File: config.mk
export PLATFORM = sky130hd
export DESIGN_NAME = acc_pipeline_core_flat
export DESIGN_NICKNAME = d
export VERILOG_FILES = /design/src/rtl/acc_pipeline_core_if.sv /design/src/rtl/acc_pipeline_core.sv /design/src/flat_wrapper.sv
export SDC_FILE = /design/constraint.sdc
export NUM_CORES = 1
export LEC_CHECK = 0
export CAP_MARGIN = 20
export CORE_UTILIZATION = 55
export DETAILED_ROUTE_END_ITERATION = 7
export PLACE_DENSITY_LB_ADDON = 0.3
export SLEW_MARGIN = 15
export SYNTH_ARGS = -nofsm -noshare
export SYNTH_HDL_FRONTEND = slang
export SYNTH_SLANG_ARGS = --single-unit
export TNS_END_PERCENT = 20
File: constraint.sdc
create_clock -name clk -period 6.2 [get_ports clk]
set_input_delay 1.55 -clock clk [delete_from_list [all_inputs] [get_ports clk]]
set_output_delay 1.55 -clock clk [all_outputs]
set_load 0.03 [all_outputs]
File: src/rtl/acc_pipeline_core_if.sv
// Instruction stream from the fetch unit into acc_pipeline_core.
// Valid/ready: a transfer happens on a rising edge where instr_valid && instr_ready; payload must be stable while valid is high.
interface acc_pipeline_core_if #(
  parameter int DATA_W = 8,
  parameter int REG_AW = 3
);
  logic              instr_valid;
  logic              instr_ready;
  logic [3:0]        instr_op;
  logic [REG_AW-1:0] instr_reg;
  logic [DATA_W-1:0] instr_imm;

  modport master (output instr_valid, instr_op, instr_reg, instr_imm, input instr_ready);
  modport slave  (input instr_valid, instr_op, instr_reg, instr_imm, output instr_ready);
endinterface

File: src/rtl/acc_pipeline_core.sv
// Accumulator core: S1 decode latch, S2 execute into acc/flags/S3, S3 register writeback.
// S3 forwards its pending register write to the S2 operand read.
module acc_pipeline_core #(
  parameter int DATA_W = 8,
  parameter int REG_AW = 3,
  parameter int PC_W   = 8
) (
  input  logic                 clk,
  input  logic                 rst_n,
  acc_pipeline_core_if.slave   instr,
  output logic [DATA_W-1:0]    acc,
  output logic                 cy,
  output logic                 z,
  output logic [PC_W-1:0]      pc,
  output logic                 retire_valid,
  output logic                 halted,
  output logic                 illegal,
  input  logic [REG_AW-1:0]    dbg_addr,
  output logic [DATA_W-1:0]    dbg_data
);
  localparam int NREGS = 1 << REG_AW;

  localparam logic [3:0] OP_NOP = 4'd0,  OP_MVI = 4'd1,  OP_MOVAR = 4'd2, OP_MOVRA = 4'd3;
  localparam logic [3:0] OP_ADD = 4'd4,  OP_SUB = 4'd5,  OP_ANA = 4'd6,   OP_ORA = 4'd7;
  localparam logic [3:0] OP_XRA = 4'd8,  OP_INR = 4'd9,  OP_DCR = 4'd10,  OP_ADI = 4'd11;
  localparam logic [3:0] OP_CMP = 4'd12, OP_LDI = 4'd13, OP_HLT = 4'd14,  OP_ILL = 4'd15;

  logic [DATA_W-1:0] rf [NREGS];

  logic              s1_valid;
  logic [3:0]        s1_op;
  logic [REG_AW-1:0] s1_reg;
  logic [DATA_W-1:0] s1_imm;

  logic              s3_valid;
  logic              s3_we;
  logic [REG_AW-1:0] s3_reg;
  logic [DATA_W-1:0] s3_data;

  logic              accept;
  logic [DATA_W-1:0] operand;
  logic [DATA_W:0]   sum_ext, dif_ext, adi_ext;
  logic [DATA_W-1:0] inc_val, dec_val;

  logic [DATA_W-1:0] acc_n, wdata_n;
  logic              cy_n, z_n, wr_n, halt_n, ill_n;

  // HLT stops acceptance as soon as it sits in S1, so nothing younger enters.
  assign instr.instr_ready = !halted && !(s1_valid && s1_op == OP_HLT);
  assign accept            = instr.instr_valid && instr.instr_ready;

  assign operand  = (s3_valid && s3_we && s3_reg == s1_reg) ? s3_data : rf[s1_reg];
  assign sum_ext  = {1'b0, acc} + {1'b0, operand};
  assign dif_ext  = {1'b0, acc} - {1'b0, operand};
  assign adi_ext  = {1'b0, acc} + {1'b0, s1_imm};
  assign inc_val  = operand + DATA_W'(1);
  assign dec_val  = operand - DATA_W'(1);
  assign dbg_data = rf[dbg_addr];

  always_comb begin
    acc_n   = acc;
    cy_n    = cy;
    z_n     = z;
    wr_n    = 1'b0;
    wdata_n = '0;
    halt_n  = 1'b0;
    ill_n   = 1'b0;
    if (s1_valid) begin
      case (s1_op)
        OP_NOP:   ;
        OP_MVI:   acc_n = s1_imm;
        OP_MOVAR: acc_n = operand;
        OP_MOVRA: begin wr_n = 1'b1; wdata_n = acc; end
        OP_ADD:   begin acc_n = sum_ext[DATA_W-1:0]; cy_n = sum_ext[DATA_W]; z_n = (sum_ext[DATA_W-1:0] == '0); end
        OP_SUB:   begin acc_n = dif_ext[DATA_W-1:0]; cy_n = dif_ext[DATA_W]; z_n = (dif_ext[DATA_W-1:0] == '0); end
        OP_ANA:   begin acc_n = acc & operand; cy_n = 1'b0; z_n = ((acc & operand) == '0); end
        OP_ORA:   begin acc_n = acc | operand; cy_n = 1'b0; z_n = ((acc | operand) == '0); end
        OP_XRA:   begin acc_n = acc ^ operand; cy_n = 1'b0; z_n = ((acc ^ operand) == '0); end
        OP_INR:   begin wr_n = 1'b1; wdata_n = inc_val; z_n = (inc_val == '0); end
        OP_DCR:   begin wr_n = 1'b1; wdata_n = dec_val; z_n = (dec_val == '0); end
        OP_ADI:   begin acc_n = adi_ext[DATA_W-1:0]; cy_n = adi_ext[DATA_W]; z_n = (adi_ext[DATA_W-1:0] == '0); end
        OP_CMP:   begin cy_n = dif_ext[DATA_W]; z_n = (dif_ext[DATA_W-1:0] == '0); end
        OP_LDI:   begin wr_n = 1'b1; wdata_n = s1_imm; end
        OP_HLT:   halt_n = 1'b1;
        OP_ILL:   ill_n = 1'b1;
        default:  ;
      endcase
    end
  end

  always_ff @(posedge clk or negedge rst_n) begin
    if (!rst_n) begin
      s1_valid     <= 1'b0;
      s1_op        <= '0;
      s1_reg       <= '0;
      s1_imm       <= '0;
      s3_valid     <= 1'b0;
      s3_we        <= 1'b0;
      s3_reg       <= '0;
      s3_data      <= '0;
      acc          <= '0;
      cy           <= 1'b0;
      z            <= 1'b0;
      pc           <= '0;
      retire_valid <= 1'b0;
      halted       <= 1'b0;
      illegal      <= 1'b0;
      for (int i = 0; i < NREGS; i++) rf[i] <= '0;
    end else begin
      s1_valid <= accept;
      if (accept) begin
        s1_op  <= instr.instr_op;
        s1_reg <= instr.instr_reg;
        s1_imm <= instr.instr_imm;
        pc     <= pc + PC_W'(1);
      end
      acc      <= acc_n;
      cy       <= cy_n;
      z        <= z_n;
      halted   <= halted | halt_n;
      illegal  <= illegal | ill_n;
      s3_valid <= s1_valid;
      s3_we    <= s1_valid & wr_n;
      s3_reg   <= s1_reg;
      s3_data  <= wdata_n;
      retire_valid <= s3_valid;
      if (s3_valid && s3_we) rf[s3_reg] <= s3_data;
    end
  end
endmodule

File: src/flat_wrapper.sv
// flat-port wrapper written by rule: the top's interface ports become plain ports
module acc_pipeline_core_flat 
#(
  parameter int DATA_W = 8,
  parameter int REG_AW = 3,
  parameter int PC_W   = 8
)
  (clk, rst_n, acc, cy, z, pc, retire_valid, halted, illegal, dbg_addr, dbg_data, instr_instr_valid, instr_instr_op, instr_instr_reg, instr_instr_imm, instr_instr_ready);
  acc_pipeline_core_if #(.DATA_W(DATA_W), .REG_AW(REG_AW)) instr_i ();
  input  logic clk;
  input  logic rst_n;
  output logic [DATA_W-1:0] acc;
  output logic cy;
  output logic z;
  output logic [PC_W-1:0] pc;
  output logic retire_valid;
  output logic halted;
  output logic illegal;
  input  logic [REG_AW-1:0] dbg_addr;
  output logic [DATA_W-1:0] dbg_data;
  input wire logic [$bits(instr_i.instr_valid)-1:0] instr_instr_valid;
  input wire logic [$bits(instr_i.instr_op)-1:0] instr_instr_op;
  input wire logic [$bits(instr_i.instr_reg)-1:0] instr_instr_reg;
  input wire logic [$bits(instr_i.instr_imm)-1:0] instr_instr_imm;
  output wire logic [$bits(instr_i.instr_ready)-1:0] instr_instr_ready;
  assign instr_i.instr_valid = instr_instr_valid;
  assign instr_i.instr_op = instr_instr_op;
  assign instr_i.instr_reg = instr_instr_reg;
  assign instr_i.instr_imm = instr_instr_imm;
  assign instr_instr_ready = instr_i.instr_ready;
  acc_pipeline_core #(.DATA_W(DATA_W), .REG_AW(REG_AW), .PC_W(PC_W)) u_core (.clk(clk), .rst_n(rst_n), .instr(instr_i), .acc(acc), .cy(cy), .z(z), .pc(pc), .retire_valid(retire_valid), .halted(halted), .illegal(illegal), .dbg_addr(dbg_addr), .dbg_data(dbg_data));
endmodule
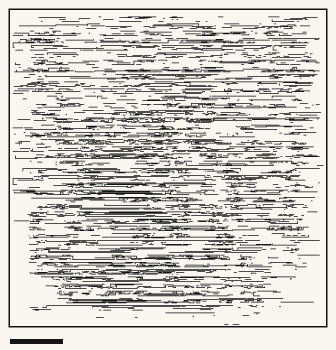
Run 1: signal wires on met1
The bar under the picture is 20 um long.
main direction: horizontal
nets with wire on the layer: 767
routing usage on met1: 45.3%
vias: 6347
DRT Wirelength: 22500 um

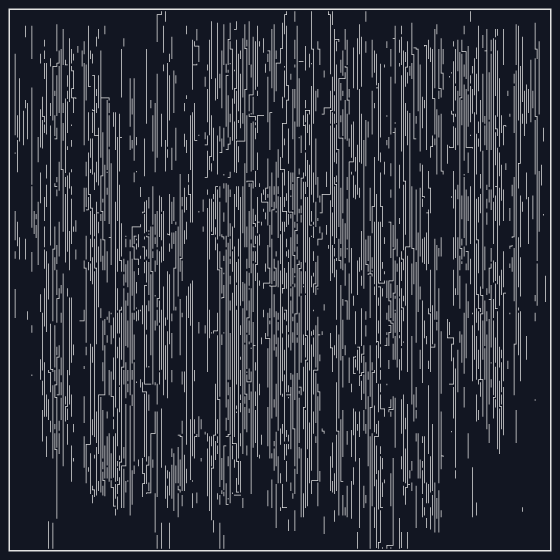
Run 1: met2 routing
wire length on this layer: 10500 um
longest straight run: 60.2 um
grt met2 use: 52.7%

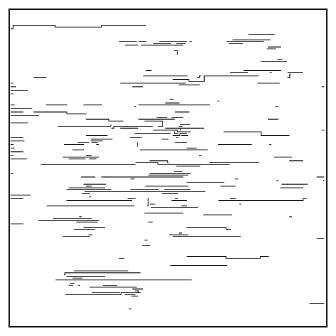
Run 1: met3 routing
share of all routed wire: 7.3%
wire length on this layer: 1640 um
main direction: horizontal
nets with wire on the layer: 137
met3 GRT Util: 7.47%

==> impl_metrics.yaml, run 1 <==
# flow metrics
clock_tree:
  cts-root-buf: "clkbuf_16"
  tritoncts: "yes"
  cts_buffer_depth: 2
  numCtsBuffers: 17
grt:
  track_usage_pct: 33.8
  grt_max_degree: 70
  grt-busiest-layer: "met2"
min_path:
  hold_path_class: "flop to flop"
synth:
  netlist_top_cells_count: "dfrtp_1 (114), nand2_1 (96), mux2_2 (73)"
  synth_cells: 735
  synthMuxAreaShare_pct: 21.6
  yosys-stat-area_um2: 7530
  synthFlopType: "dfrtp_1"
  mappedNetlistArea_um2: 7530
  fa_ha_area_share_pct: 5.35
floorplan:
  fp.dieW_um: 119
  die-area_um2: 14200
  design.core.area_um2: 13300
detailed_routing:
  post_drt_via_cell_ratio: 6.56
  drc: 0
  dr_wl_met2_um: 10500
finish:
  stdcell_count: 967
  nNonClkBuffers: 61
  largest_reg_flops: 64
  seq_area_um2: 2850
  layout-drive-gt1-share_pct: 20.1
  inv_count: 30
  n_antenna_cell: 0
  logic_area_um2: 4390
  flops: 114
timing:
  hold_viol: 0
  rsz0062_at_grt: "no"
  final-setup-viol-count: 0
  fin_ws_ns: 0.810
place:
  place_congestion: 1.00
setup_path:
  worst-path-buf-inv: 2
  critPathMaxFanout: 16
  critPathMaxStageDelay_ns: 0.98
  cpLargestDelayFamily: "buffers and inverters"
  worstSetupPathType: "input pin to output port"
  worstSetupEndpointType: "output port"
pwr:
  p_int_mw: 2.21
  power_leader: "combinational cells"
  p_comb_mw: 1.70
  pg_clk_mw: 1.05
  seqPwrFrac_pct: 30.2
run_status:
  status: "finished clean"
run:
  max_cap_viol_count: 0
[run 1: worst reg2reg max path: stages (launching register included)]
cell      delay [ns]
dfrtp_1         0.82
mux4_2          0.59
mux2_2          0.32
mux2i_1         0.68
inv_1           0.32
ha_1            0.42
nor2_1          0.10
nand3_1         0.11
nor4_1          0.05
a31oi_1         0.17
nand3_1         0.11
a41o_1          0.24
a41o_1          0.22
a211oi_1        0.35
a21oi_1         0.12
[run 1: final timing paths]
kind | from | end | slack, ns | cells past startpoint
min in group asynchronous | rst_n | u_core.s1_imm[4] | 1.25 | 1
max | dbg_addr[1] | dbg_data[2] | 0.81 | 4
max reg2reg | u_core.s1_reg[0] | u_core.z | 1.46 | 14
max in group asynchronous | rst_n | u_core.rf[55] | 3.80 | 2
min reg2reg | u_core.s3_valid | u_core.retire_valid | 0.43 | 0
min | u_core.s3_valid | u_core.retire_valid | 0.43 | 0
[run 1: cells in the final DEF (no fill, tap or decap), drive strengths merged, types with 3 or more instances in the layout]
| master | instances |
|---|---|
| clkdlybuf4s50 | 49 |
| and2 | 5 |
| mux2i | 7 |
| nand3 | 16 |
| a21oi | 39 |
| nand2 | 97 |
| xor2 | 8 |
| a22oi | 11 |
| xnor2 | 30 |
| mux4 | 32 |
| clkinvlp | 5 |
| bufinv | 4 |
| a31oi | 4 |
| clkbuf | 17 |
| nand2b | 8 |
| a211oi | 5 |
| nand4 | 9 |
| clkinv | 4 |
| o211ai | 4 |
| o21ai | 34 |
| nor3 | 12 |
| nor4 | 10 |
| buf | 12 |
| ha | 29 |
| inv | 32 |
| a21o | 4 |
| a32o | 7 |
| nor2 | 45 |
| o21bai | 8 |
| dfrtp | 114 |
| or3 | 3 |
| mux2 | 74 |
| nor2b | 7 |
| and3 | 3 |
| a221oi | 3 |
--- run 2 (diff from run 1) ---
==> constraint.sdc (replaced) <==
create_clock -name clk -period 7 [get_ports clk]
set_input_delay 1.75 -clock clk [delete_from_list [all_inputs] [get_ports clk]]
set_output_delay 1.75 -clock clk [all_outputs]
set_load 0.03 [all_outputs]
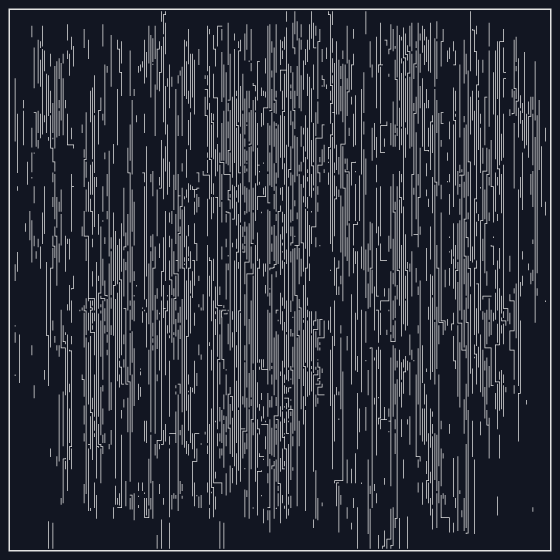
Run 2: met2 routing
wire length on this layer: 10500 um
main direction: vertical
share of all routed wire: 46%
vias: 6318
grt met2 use: 51.5%

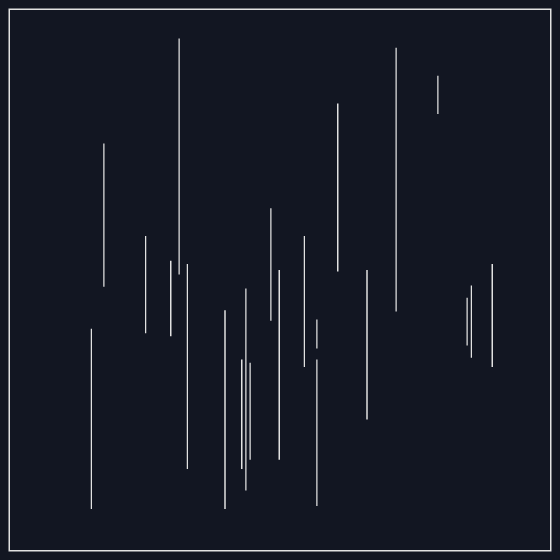
Run 2: met4 routing
wire length on this layer: 654 um
nets with wire on the layer: 19
share of all routed wire: 2.9%
DRT Wirelength: 22800 um

==> run 2 against run 1 <==
Die area is the same. Count of clock-buffer cells in the layout increased by 3. Sequential share of layout area is 0.065 points higher. Via count fell by 0.46%. Global-route usage hardly changed. Synthesized cell count unchanged. Area after synthesis did not move. Flip-flop count stayed put.
==> impl_metrics.yaml, run 2 <==
# flow metrics
run_status:
  status: "finished clean"
min_path:
  hold_depth: 0
  holdPathEnd: "u_core.retire_valid"
  holdCritStartpoint: "u_core.s3_valid"
timing:
  rsz0062_at_grt: "no"
  fin_ws_ns: 1.21
  hold_viol: 0
place:
  place_congestion: 0.952
pwr:
  pg_clk_uw: 883
  seqPwrFrac_pct: 30.6
grt:
  track_usage_pct: 33.8
  grt_max_degree: 80
floorplan:
  design.core.area_um2: 13300
  fp.dieW_um: 119
finish:
  layout-drive-gt1-share_pct: 19.7
  final_common_cell: "dfrtp_1"
  n_antenna_cell: 0
setup_path:
  critPathMaxStageDelay_ns: 0.99
  crit_start: "dbg_addr[1]"
  worstSetupPathType: "input pin to output port"
synth:
  synthFlopType: "dfrtp_1"
  yosys-stat-area_um2: 7530
clock_tree:
  tritoncts: "yes"
  numCtsBuffers: 17
==> run 2: netlist changes by cell type in the layout (fill, tap and decap cells not counted) <==
cell / before / now
buf_16: 0 / 1
clkinv_2: 1 / 2
clkbuf_1: 0 / 2
buf_4: 12 / 10
bufinv_16: 4 / 3
clkbuf_8: 0 / 1
clkinv_4: 3 / 0
==> run 2: cells by family after synthesis <==
| group | Yosys count | synth area share (%) |
|---|---|---|
| AND-OR/OR-AND | 148 | 13.1 |
| XOR/XNOR | 38 | 4.42 |
| adder cells (fa/ha/maj) | 31 | 5.35 |
| buffers and inverters | 67 | 3.79 |
| flip-flops | 114 | 37.9 |
| multiplexers | 113 | 21.6 |
| AND/OR/NAND/NOR | 224 | 13.8 |
==> run 2: per-layer routing <==
layer / up-vias / share of wire [%] / GRT usage [%]
met5: - / 0 / 0
met3: 49 / 7.5 / 6.47
met2: 332 / 46 / 51.5
met4: 0 / 2.9 / 15.0
met1: 3145 / 44 / 47.0
li1: 2792 / - / -
==> run 2: layout make-up <==
| cell class | count | area [um^2] |
|---|---|---|
| Clock buffer | 20 | 447 |
| Clock inverter | 12 | 155 |
| Fill cell | 1021 | 4520 |
| Inverter | 30 | 113 |
| Multi-Input combinational cell | 554 | 4390 |
| Sequential cell | 114 | 2850 |
| Tap cell | 176 | 220 |
| Timing Repair Buffer | 60 | 593 |
==> run 2: worst max-delay path by stage <==
stage                     cells after the start     endpoint  slack (ns)
after global routing                          4  dbg_data[0]        1.16
final                                         4  dbg_data[5]        1.21
after floorplan                               4  dbg_data[0]        1.67
after global placement                        4  dbg_data[0]        1.29
after detailed placement                      4  dbg_data[5]        1.23
after CTS                                     4  dbg_data[5]        1.21
No activity file was given, so power comes from the tool's default toggle rates.
